--- config.mk ---
export PLATFORM = sky130hd
export DESIGN_NAME = imm_decode_stage
export DESIGN_NICKNAME = d
export VERILOG_FILES = /design/src/rtl/imm_decode_stage.sv
export SDC_FILE = /design/constraint.sdc
export NUM_CORES = 1
export LEC_CHECK = 0
export CAP_MARGIN = 5
export CELL_PAD_IN_SITES_DETAIL_PLACEMENT = 2
export CELL_PAD_IN_SITES_GLOBAL_PLACEMENT = 2
export CORE_ASPECT_RATIO = 1.4
export CORE_MARGIN = 2
export CORE_UTILIZATION = 27
export DETAILED_ROUTE_END_ITERATION = 12
export GPL_TIMING_DRIVEN = 0
export PLACE_DENSITY_LB_ADDON = 0.1
export REMOVE_ABC_BUFFERS = 1
export SYNTH_ARGS = -nofsm -noshare
export SYNTH_HDL_FRONTEND = slang
export SYNTH_SLANG_ARGS = --single-unit
--- constraint.sdc ---
create_clock -name clk -period 2 [get_ports clk]
set_input_delay 0.4 -clock clk [delete_from_list [all_inputs] [get_ports clk]]
set_output_delay 0.4 -clock clk [all_outputs]
set_load 0.05 [all_outputs]
--- src/rtl/imm_decode_stage.sv ---
// Immediate-decode pipeline stage for a LEGv8 datapath.
// Holds one fetched instruction in a valid/ready skid-free register, decodes
// which immediate format the SignExtend unit must extract (one-hot imm_op),
// and keeps a saturating count of delivered instructions that carry an
// immediate. A flush (branch redirect) drops both the held and the incoming
// instruction.

`ifndef INSTSIZE
`define INSTSIZE 32
`endif

module imm_decode_stage (
  input  logic                 clk,
  input  logic                 rst,
  input  logic                 in_valid,
  output logic                 in_ready,
  input  logic [`INSTSIZE-1:0] in_inst,
  input  logic                 flush,
  output logic                 out_valid,
  input  logic                 out_ready,
  output logic [`INSTSIZE-1:0] out_inst,
  output logic [4:0]           imm_op,
  output logic [15:0]          imm_count
);

  // One-hot immediate selects for the SignExtend unit.
  localparam logic [4:0] IMM_NONE  = 5'b00000;
  localparam logic [4:0] IMM_D     = 5'b00001;
  localparam logic [4:0] IMM_SHIFT = 5'b00010;
  localparam logic [4:0] IMM_I     = 5'b00100;
  localparam logic [4:0] IMM_CB    = 5'b01000;
  localparam logic [4:0] IMM_B     = 5'b10000;

  // B-format opcodes, inst[31:26]: B, BL.
  localparam logic [5:0]  OPC_B    = 6'b000101;
  localparam logic [5:0]  OPC_BL   = 6'b100101;
  // CB-format opcodes, inst[31:24]: CBZ, CBNZ, B.cond.
  localparam logic [7:0]  OPC_CBZ  = 8'b10110100;
  localparam logic [7:0]  OPC_CBNZ = 8'b10110101;
  localparam logic [7:0]  OPC_BCND = 8'b01010100;
  // D-format opcodes, inst[31:21]: LDUR, STUR.
  localparam logic [10:0] OPC_LDUR = 11'b11111000010;
  localparam logic [10:0] OPC_STUR = 11'b11111000000;
  // Shift opcodes, inst[31:21]: LSL, LSR.
  localparam logic [10:0] OPC_LSL  = 11'b11010011011;
  localparam logic [10:0] OPC_LSR  = 11'b11010011010;
  // I-format opcodes, inst[31:22]: ADDI, ADDIS, SUBI, SUBIS, ANDI, ORRI, EORI.
  localparam logic [9:0]  OPC_ADDI  = 10'b1001000100;
  localparam logic [9:0]  OPC_ADDIS = 10'b1011000100;
  localparam logic [9:0]  OPC_SUBI  = 10'b1101000100;
  localparam logic [9:0]  OPC_SUBIS = 10'b1111000100;
  localparam logic [9:0]  OPC_ANDI  = 10'b1001001000;
  localparam logic [9:0]  OPC_ORRI  = 10'b1011001000;
  localparam logic [9:0]  OPC_EORI  = 10'b1101001000;

  typedef enum logic {
    ST_EMPTY = 1'b0,
    ST_FULL  = 1'b1
  } state_e;

  state_e                 r_state;
  state_e                 w_next_state;
  logic [`INSTSIZE-1:0]   r_inst;
  logic [4:0]             r_imm_op;
  logic [15:0]            r_imm_count;
  logic [4:0]             w_decoded;
  logic                   w_accept;
  logic                   w_deliver_imm;

  // Priority decode: branch formats win over memory, shift and arithmetic
  // formats so overlapping opcode prefixes can never light two select bits.
  function automatic logic [4:0] decode_imm(input logic [31:0] inst);
    logic [4:0] op;
    op = IMM_NONE;
    if (inst[31:26] inside {OPC_B, OPC_BL}) begin
      op = IMM_B;
    end else if (inst[31:24] inside {OPC_CBZ, OPC_CBNZ, OPC_BCND}) begin
      op = IMM_CB;
    end else if (inst[31:21] inside {OPC_LDUR, OPC_STUR}) begin
      op = IMM_D;
    end else if (inst[31:21] inside {OPC_LSL, OPC_LSR}) begin
      op = IMM_SHIFT;
    end else if (inst[31:22] inside {OPC_ADDI, OPC_ADDIS, OPC_SUBI, OPC_SUBIS,
                                     OPC_ANDI, OPC_ORRI, OPC_EORI}) begin
      op = IMM_I;
    end
    return op;
  endfunction

  assign w_decoded = decode_imm(in_inst[31:0]);

  // A transfer in is blocked by flush even though in_ready stays honest.
  assign w_accept = in_valid & in_ready & ~flush;

  // Only deliveries of instructions with an immediate bump the counter.
  assign w_deliver_imm = out_valid & out_ready & (imm_op != IMM_NONE) & ~flush;

  // State register: occupancy of the single output slot.
  // NOTE: sequential state uses non-blocking (<=) so every flop samples
  // pre-edge values; blocking here would create order-dependent races.
  always_ff @(posedge clk or posedge rst) begin
    if (rst) begin
      r_state <= ST_EMPTY;
    end else begin
      r_state <= w_next_state;
    end
  end

  // Next-state logic: flush dominates, then a new accept fills the slot,
  // otherwise a completed delivery drains it.
  always_comb begin
    // NOTE: default first so every path assigns w_next_state and no latch is
    // inferred when none of the branches below fire.
    w_next_state = r_state;
    if (flush) begin
      w_next_state = ST_EMPTY;
    end else if (w_accept) begin
      w_next_state = ST_FULL;
    end else if (r_state == ST_FULL && out_ready) begin
      w_next_state = ST_EMPTY;
    end
  end

  // Output logic: handshake signals and the gated immediate select.
  always_comb begin
    out_valid = 1'b0;
    imm_op    = IMM_NONE;
    in_ready  = 1'b0;
    if (r_state == ST_FULL) begin
      out_valid = 1'b1;
      imm_op    = r_imm_op;
    end
    // Upstream may fill an empty slot or refill one being drained this cycle;
    // reset holds it off so nothing is accepted until rst falls.
    in_ready = ~rst & ((r_state == ST_EMPTY) | out_ready);
  end

  // Payload register: captures instruction and its decoded select on accept,
  // otherwise holds so a stalled consumer sees a stable word.
  always_ff @(posedge clk or posedge rst) begin
    if (rst) begin
      r_inst   <= '0;
      r_imm_op <= IMM_NONE;
    end else if (w_accept) begin
      r_inst   <= in_inst;
      r_imm_op <= w_decoded;
    end
  end

  // Delivery counter: saturates at all-ones instead of wrapping.
  always_ff @(posedge clk or posedge rst) begin
    if (rst) begin
      r_imm_count <= '0;
    end else if (w_deliver_imm && r_imm_count != 16'hFFFF) begin
      r_imm_count <= r_imm_count + 16'd1;
    end
  end

  assign out_inst  = r_inst;
  assign imm_count = r_imm_count;

`ifndef SYNTHESIS
  // The select driven to SignExtend is never multi-hot.
  a_imm_onehot0: assert property (@(posedge clk) $onehot0(imm_op));

  // A stalled, unflushed output stays put until it is taken.
  a_hold_stable: assert property (@(posedge clk) disable iff (rst)
    (out_valid && !out_ready && !flush) |=> (out_valid && $stable(out_inst) && $stable(imm_op)));
`endif

endmodule

Figure 1. Sequential cells grouped by signal name (run 1).
Bar = 20 um. Other sequential cells in the stronger grey, the rest of the logic in the fainter grey.
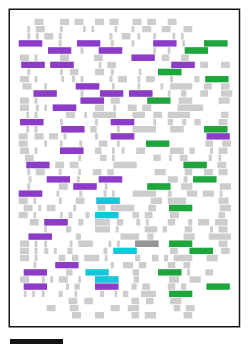
Key: out_inst = purple [flops 32]; imm_count = green [flops 16]; r_imm_op = cyan [flops 5, where bottom middle]
Another 1 sequential cells are not coloured.
sequential-cell power consumption: 1270 uW
Flop area: 1350 sq um
fraction of standard cell area that is sequential: 35.1%
Final Core Density: 41.0%

Figure 2. Drive-strength map (run 1).
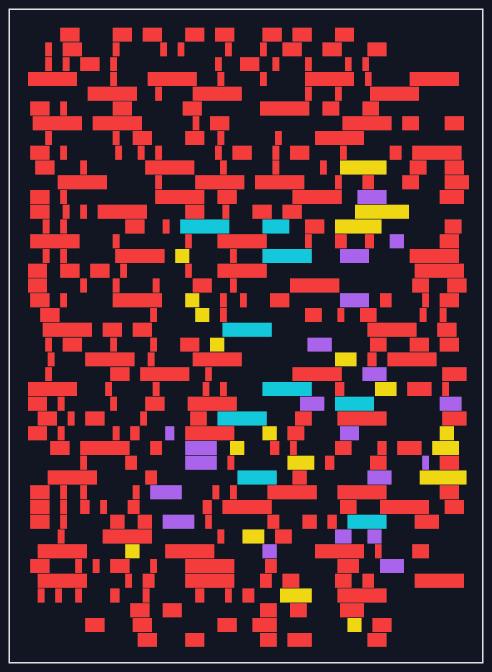
Key: _0 and _1 cells = red [cells 304, most used nand2_1]; _6 and larger = cyan [cells 9, most used clkbuf_16]; _2 cells = purple [cells 20, most used a211oi_2]; _3 and _4 cells = yellow [cells 19, most used buf_4]
count of plain and timing-repair buffers in the layout: 102
fin worst setup slack: 0.0846 ns

Figure 3. Routing congestion (run 1).
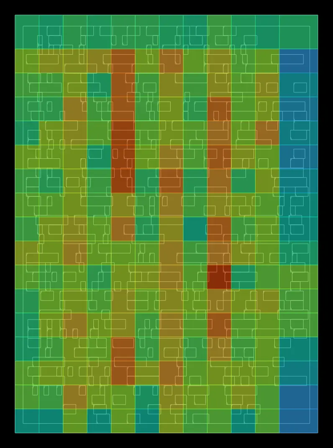
global routing usage on met1: 19.1%
Total Routing Usage GR: 15.2%

==> notes.md, run 1 <==
Notes on the flow run.

- The flow ran to the end, and the final reports show no timing, DRC or antenna violations.
- In the final layout, excluding clock inverters the inverter count is 6.
- The simple-gate share of the synthesized area is 26.4%, for reference.
- The worst hold slack across all endpoints is 0.480 ns, for reference.
- Across all stage logs, warnings added up to 25.
- The mux share of post-synthesis cell area is 0.818%, for reference.
- The fraction of met2 tracks used by global routing is 26.1%, for reference.
- At the pin with the least slew margin, the transition time is 0.546 ns.
- The chip area line in the Yosys stat output reads 2600 sq um.
- The growth of design area from synthesis to finish is 48.2%, for reference.
- The worst path buffer plus inverter count is 1, for reference.
- Summing over every cut layer, the via total after detailed routing is 2202.
- The synthesized cell area is 2600 sq um, for reference.
- The most common logic cells in the final layout are sky130_fd_sc_hd__nand2_1 (103), sky130_fd_sc_hd__clkdlybuf4s50_1 (75), sky130_fd_sc_hd__dfrtp_1 (54).
- The final sum of negative setup slack is 0 ns, for reference.
- The number of stages on the worst hold path is 2, for reference.
- The standard-cell row count is 42, for reference.
- The slack of the worst reg-to-reg path is 0.12 ns, for reference.
- The worst hold path endpoint is out_inst[7]$_DFFE_PP0P_, for reference.
- Buffers inserted to repair hold after CTS numbered 0.
- For reference, the top logic cell family by area is simple AND/OR/NAND/NOR gates.
- The total overflow left after global routing is 0.
- The final clock skew is 0.00685 ns, for reference.
- The critical path goes through clkdlybuf4s50_1.
- The area of the die is 10400 sq um, for reference.
- The wire length of the first global-routing pass is 12600 um, for reference.
- In this run the number of cells on the critical path is 1.
- The report lists the number of cells resized after CTS as 12.
- The share of flip-flops with an asynchronous set or reset after synthesis is 100%, for reference.
- Per the final timing report, the hold violations number 0.
- The fraction of cell area in multi-input combinational cells is reported as 29.7%.
- After global routing, the most crowded layer is met2.
- The post-layout instance area is 3850 sq um, for reference.
- The clock-cell share of area is 3.93%, for reference.
- The mean routed wirelength per cell is 16.5 um, for reference.
- The final routed wirelength across all metal layers is 7600 um, for reference.
- The via count of the first global-routing pass is 2399, for reference.
- Entering global routing, the biggest net connects 39 pins.
- Counting tap cells, the placed design contains a total of 448 instances.
- According to the report, the first pass of detailed routing completed in 3 iterations.
- After the last flow step, the layout net total stands at 389.
- The number of clock buffers inserted by TritonCTS is 5, for reference.
- TritonCTS built the clock tree.
- The final max-slew violation count is 0, for reference.
- By instance count after routing, the leading logic cell type is sky130_fd_sc_hd__nand2_1.
run 1: power breakdown:
part,total (uW),leakage (uW),internal [uW],switching [uW]
combinational,939,0.00117,323,615
clock,903,0.0000729,498,406
sequential,1270,0.000698,1210,65.2
run 1: state kept, by name, indices dropped and copies added (netlist names):
name and flops:
r_imm_op 5, imm_count 16, out_inst 32, r_state 1
run 1: worst register-to-register path, cell delays in order, from the launching register on:
cell,delay [ns]
sky130_fd_sc_hd__dfrtp_1,0.42
sky130_fd_sc_hd__ha_1,0.23
sky130_fd_sc_hd__and3_2,0.25
sky130_fd_sc_hd__and3_4,0.24
sky130_fd_sc_hd__a2111oi_2,0.48
sky130_fd_sc_hd__xor2_1,0.18
Figure 4. Gate families picked out (run 1).
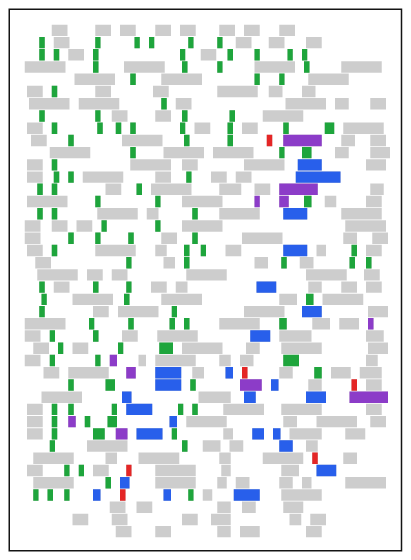

==> run 1 -> run 2 <==
Settings changed: SLEW_MARGIN set to 20.
Figure 5. Gate families picked out (run 2).
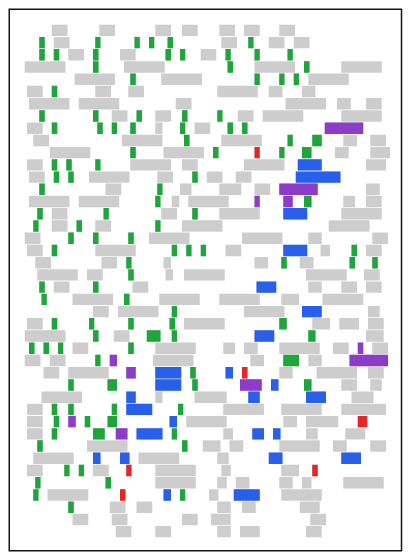
Key: inv cells = red [cells 6]; nand cells = green [cells 114, where spread over the die]; nor cells = purple [cells 11]; aoi and oai cells = blue [cells 25]
number of standard cells in the layout, taps in and fillers out: 461
share of cell area taken by multi-input logic gates: 29.8%
most frequent logic cell in the layout: sky130_fd_sc_hd__nand2_1

==> run 2 against run 1 <==
  * Clock power decreased by 0.7%
  * Area after synthesis unchanged
  * Final area decreased by 0.39%
  * Critical path type unchanged
  * Via count decreased by 1.3%
  * Combinational power about the same
  * Synthesized cell count unchanged
  * Power decreased by 0.24%
  * Sequential cell count unchanged
  * Global-route usage decreased by 0.16 points
  * Fmax decreased by 2.2%
  * Largest cell class unchanged
  * Clock-buffer cell count unchanged
==> notes.md, run 2 <==
Notes on the flow run.

- In this build the clock could be raised as far as 510 MHz.
- The post-route utilization of the core is recorded as 40.8%.
- Measured against the total synthesized area, the mux share comes to 0.818%.
- The number of cells upsized or downsized after cts is 12, for reference.
- The finished cells cover 3840 sq um.
- The actual slew at the worst max-slew pin is 0.544 ns, for reference.
- The number of hold violations in the final report is 0, for reference.
- The origin of the critical flop-to-flop path is imm_count[0]$_DFFE_PP0P_, for reference.
- In this run the power spent charging and discharging nets is 1080 uW.
- The slack of the worst reg-to-reg path is 0.13 ns, for reference.
- TritonCTS built the clock tree.
- The sequential logic power is 1270 uW, for reference.
- In the synthesized netlist the async set-or-reset flop fraction comes to 100%.
- The library cells used most frequently in the layout, excluding fill and tap cells, are sky130_fd_sc_hd__nand2_1 (103), sky130_fd_sc_hd__clkdlybuf4s50_1 (78), sky130_fd_sc_hd__dfrtp_1 (54).
- Looking at the group totals, the largest power group turns out to be registers.
- Sequential cells burn 40.9% of the power.
- In this run the tools logged warnings totalling 25.
- The via count of the first global-routing pass is 2387, for reference.
- The depth of the most critical reg-to-reg path is 5, for reference.
- Before any placement, the netlist area is recorded as 2600 sq um.
- The simple-gate share of the synthesized area is 26.4%, for reference.
- The worst reg2reg path endpoint is imm_count[11]$_DFFE_PP0P_, for reference.
- Per the detail_route report, vias per standard cell equal 4.72.
- In this run, power in combinational logic comes to 938 uW.
- The number of flip-flops under the largest register name is 32, for reference.
- By area, the combinational part of the netlist is dominated by simple AND/OR/NAND/NOR gates.
- The area growth from synthesis to layout is 47.6%.
- The synthesized netlist has a Yosys-reported chip area of 2600 sq um.
- The total overflow left after global routing is 0.
- The hold buffer count at cts is 0, for reference.
- Hold is met by 0.480 ns.
- The flow ran to the end, and the final reports show no timing, DRC or antenna violations.
- The largest net degree at the start of global routing is 51, for reference.
- Per the detail_route report, the via count comes to 2174.
- Per STA, the worst path accumulates the most delay in the family buffers and inverters.
- Yosys mapped a number of flops with a built-in enable equal to 0.
- The final routed wirelength across all metal layers is 7430 um, for reference.
- The detailed-router iteration count before antenna repair is 2, for reference.
- The floorplan step defined a die boundary enclosing 10400 sq um.
- On the worst setup and hold paths after CTS, the clock-pin slew comes to 0.07 ns.
- The worst path buffer plus inverter count is 1, for reference.
- The number of nets at the end of the flow is 388, for reference.
- The mean routed wirelength per cell is 16.1 um, for reference.
- The share of total power in the clock network is 28.9%, for reference.
- The fraction of the mapped netlist area in adder cells is 0.481%, for reference.
- Registers take 1350 sq um.
- Per the placement report, the placed cell count is 449.
- The final clock skew is 0.00271 ns, for reference.
- All stages included, the depth of the critical timing path comes to 1.
- The final timing report gives a worst setup slack of 0.0409 ns.
Figure 6. Routing congestion (run 2).
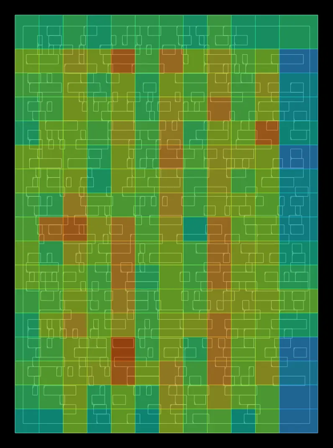
met2 usage in global routing: 25.9%
global routing usage on met1: 19.2%

## run 2: cell types whose count changed in the layout (fill, tap and decap cells not counted), sizes merged
cell	change
dlymetal6s2s	-3
clkdlybuf4s50	+3
buf	-1
## run 2: area by class of cell
class                      instances  share of cell area, %
tap                              110                   3.58
timing repair buffer             101                   26.8
clock inverter                     2                  0.326
inverter                           6                  0.652
clock buffer                       6                   3.62
multi-input combinational        182                   29.8
sequential                        54                   35.2
## run 2: per-layer routing
metal | track usage (%) | part of all wire (%) | vias to the layer above
met5 | 0 | 0 | -
met4 | 3.52 | 0.65 | 0
met3 | 2.96 | 4.6 | 2
met2 | 25.9 | 52 | 51
met1 | 19.2 | 42 | 1089
li1 | - | - | 1032
Figure 7. Sequential cells grouped by signal name (run 2).
Bar = 20 um. Other sequential cells in the stronger grey, the rest of the logic in the fainter grey.
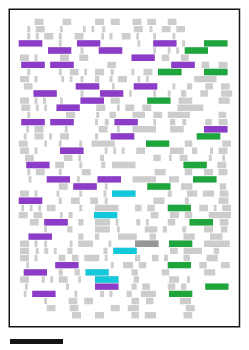

==> run 2 -> run 3 <==
Settings changed: SETUP_SLACK_MARGIN set to 0.15.
Figure 8. Sequential cells grouped by signal name (run 3).
Bar = 20 um. Other sequential cells in the stronger grey, the rest of the logic in the fainter grey.
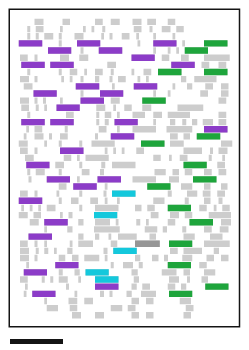
fraction of standard cell area that is sequential: 34.5%
sequential-cell power consumption: 1260 uW
Flop area: 1350 sq um
Final Core Density: 41.6%

Figure 9. Routing congestion (run 3).
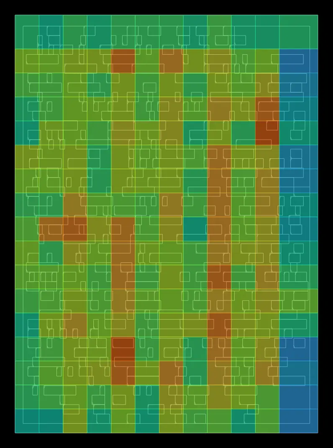
routed length per instance: 16.9 um
met2 usage in global routing: 26.0%
met3 global-route usage: 2.82%
peak-usage layer in the global routing report: met2
global routing usage on met1: 19.1%

==> run 3 against run 2 <==
  * Clock-buffer cell count unchanged
  * Combinational power down 6.7%
  * Die area did not move
  * Sequential cell count is the same
  * Critical path type is now reg -> reg
  * Critical endpoint is now imm_count[9]$_DFFE_PP0P_
  * Largest cell class unchanged
==> notes.md, run 3 <==
Notes on the flow run.

- The run finished with clean final reports.
- Per the layout report, the design carries 6 non-clock inverters.
- The actual slew at the worst max-slew pin is 0.540 ns, for reference.
- In the routed layout, each cell is associated on average with a via count of 4.81.
- The final sum of negative setup slack is 0 ns, for reference.
- Summed over all layers, the global routing overflow is 0.
- CTS added clock buffers totalling 5.
- Entering global routing, the biggest net connects 51 pins.
- The count of non-CTS buffers in the layout is 110, for reference.
- The mux share of post-synthesis cell area is 0.818%, for reference.
- The wire length on met1 is 3240 um, for reference.
- Multi-input combinational cells in the finished layout were counted as 182.
- The TritonCTS clock tree is done, for reference.
- The worst path buffer plus inverter count is 1, for reference.
- In the final layout, multi-input gates take up 30.5% of the cell area.
- For this design, the CTS-stage hold fixing added 0 buffers.
- Setup slack closes at 0.206 ns.
- STA lists the startpoint of the worst register-to-register path as imm_count[1]$_DFFE_PP0P_.
- The growth of design area from synthesis to finish is 50.6%, for reference.
- The final routed wirelength across all metal layers is 7930 um, for reference.
- The floorplan report lists the tap cell count as 110.
- Listed in order, past its start point the critical path passes ha_1 > and3_4 > and3_4 > buf_12 > a2111oi_2 > xor2_1.
- The register with the most flip-flops in the layout has 32 of them.
- The share of flip-flops with an asynchronous set or reset after synthesis is 100%, for reference.
- Derived from the worst setup path, the maximum achievable clock frequency is 557 MHz.
- Counting flops with a built-in enable in the synthesized netlist gives 0.
- The design has 54 sequential cells.
- The class occupying the most area after layout is reported as flip-flops and latches.
- Among the non-sequential cells, simple AND/OR/NAND/NOR gates take the most area.
- The fraction of the mapped netlist area in adder cells is 0.481%, for reference.
- Per the cell usage report, the commonest logic cell in the layout is sky130_fd_sc_hd__nand2_1.
- After synthesis, the chip area reported by Yosys is 2600 sq um.
- The fraction of final cell area spent on non-clock buffers in this run is 26.9%.
- The highest layer used for signal routing is met4, for reference.
- The via count of the first global-routing pass came to 2389.
- The finished cells cover 3920 sq um.
- Pins over their slew limit in the final report were tallied at 0.
- In the final design database the tool counted 397 nets.
- The worst hold slack across all endpoints is 0.231 ns, for reference.
- According to the floorplan log, the row count is 42.
- The clock buffer count is 6, for reference.
- The number of placed instances, taps included, is 449.
[run 3: cell counts after synthesis]
Identical to the previous run, type by type.
[run 3: worst paths after layout]
check                      slack (ns)  depth (start not counted)                       end
max in group asynchronous        1.31                          3  out_inst[18]$_DFFE_PP0P_
min reg2reg                      0.47                          2   out_inst[7]$_DFFE_PP0P_
max reg2reg                      0.21                          6  imm_count[9]$_DFFE_PP0P_
max                              0.21                          6  imm_count[9]$_DFFE_PP0P_
min in group clk                 0.47                          2   out_inst[7]$_DFFE_PP0P_
min                              0.23                          2  imm_count[2]$_DFFE_PP0P_
[run 3: power by group]
group,leakage (uW),internal (uW),switching [uW]
Combinational,0.00128,254,621
Clock,0.0000729,497,398
Sequential,0.000697,1210,58.4

==> layout pictures side by side <==
Wiring by layer.
Only two layers are drawn.
panel A
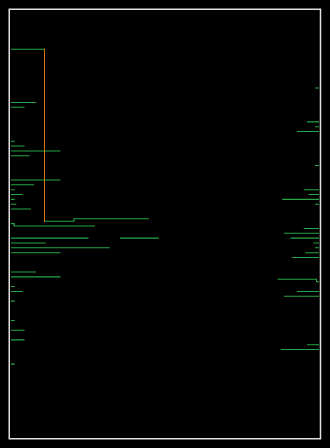
panel B
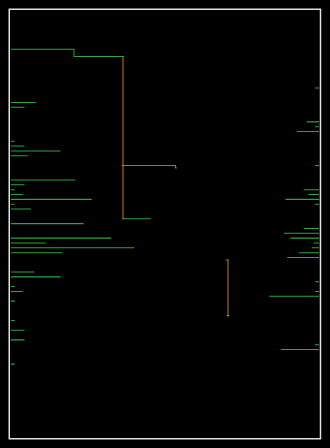
Run 2 is panel A.
Run 1 is panel B.

Key to panel A:
Key: metal 3 = green [wire length 345 um]; metal 4 = orange [wire length 48.3 um]

No activity file was given, so power comes from the tool's default toggle rates.
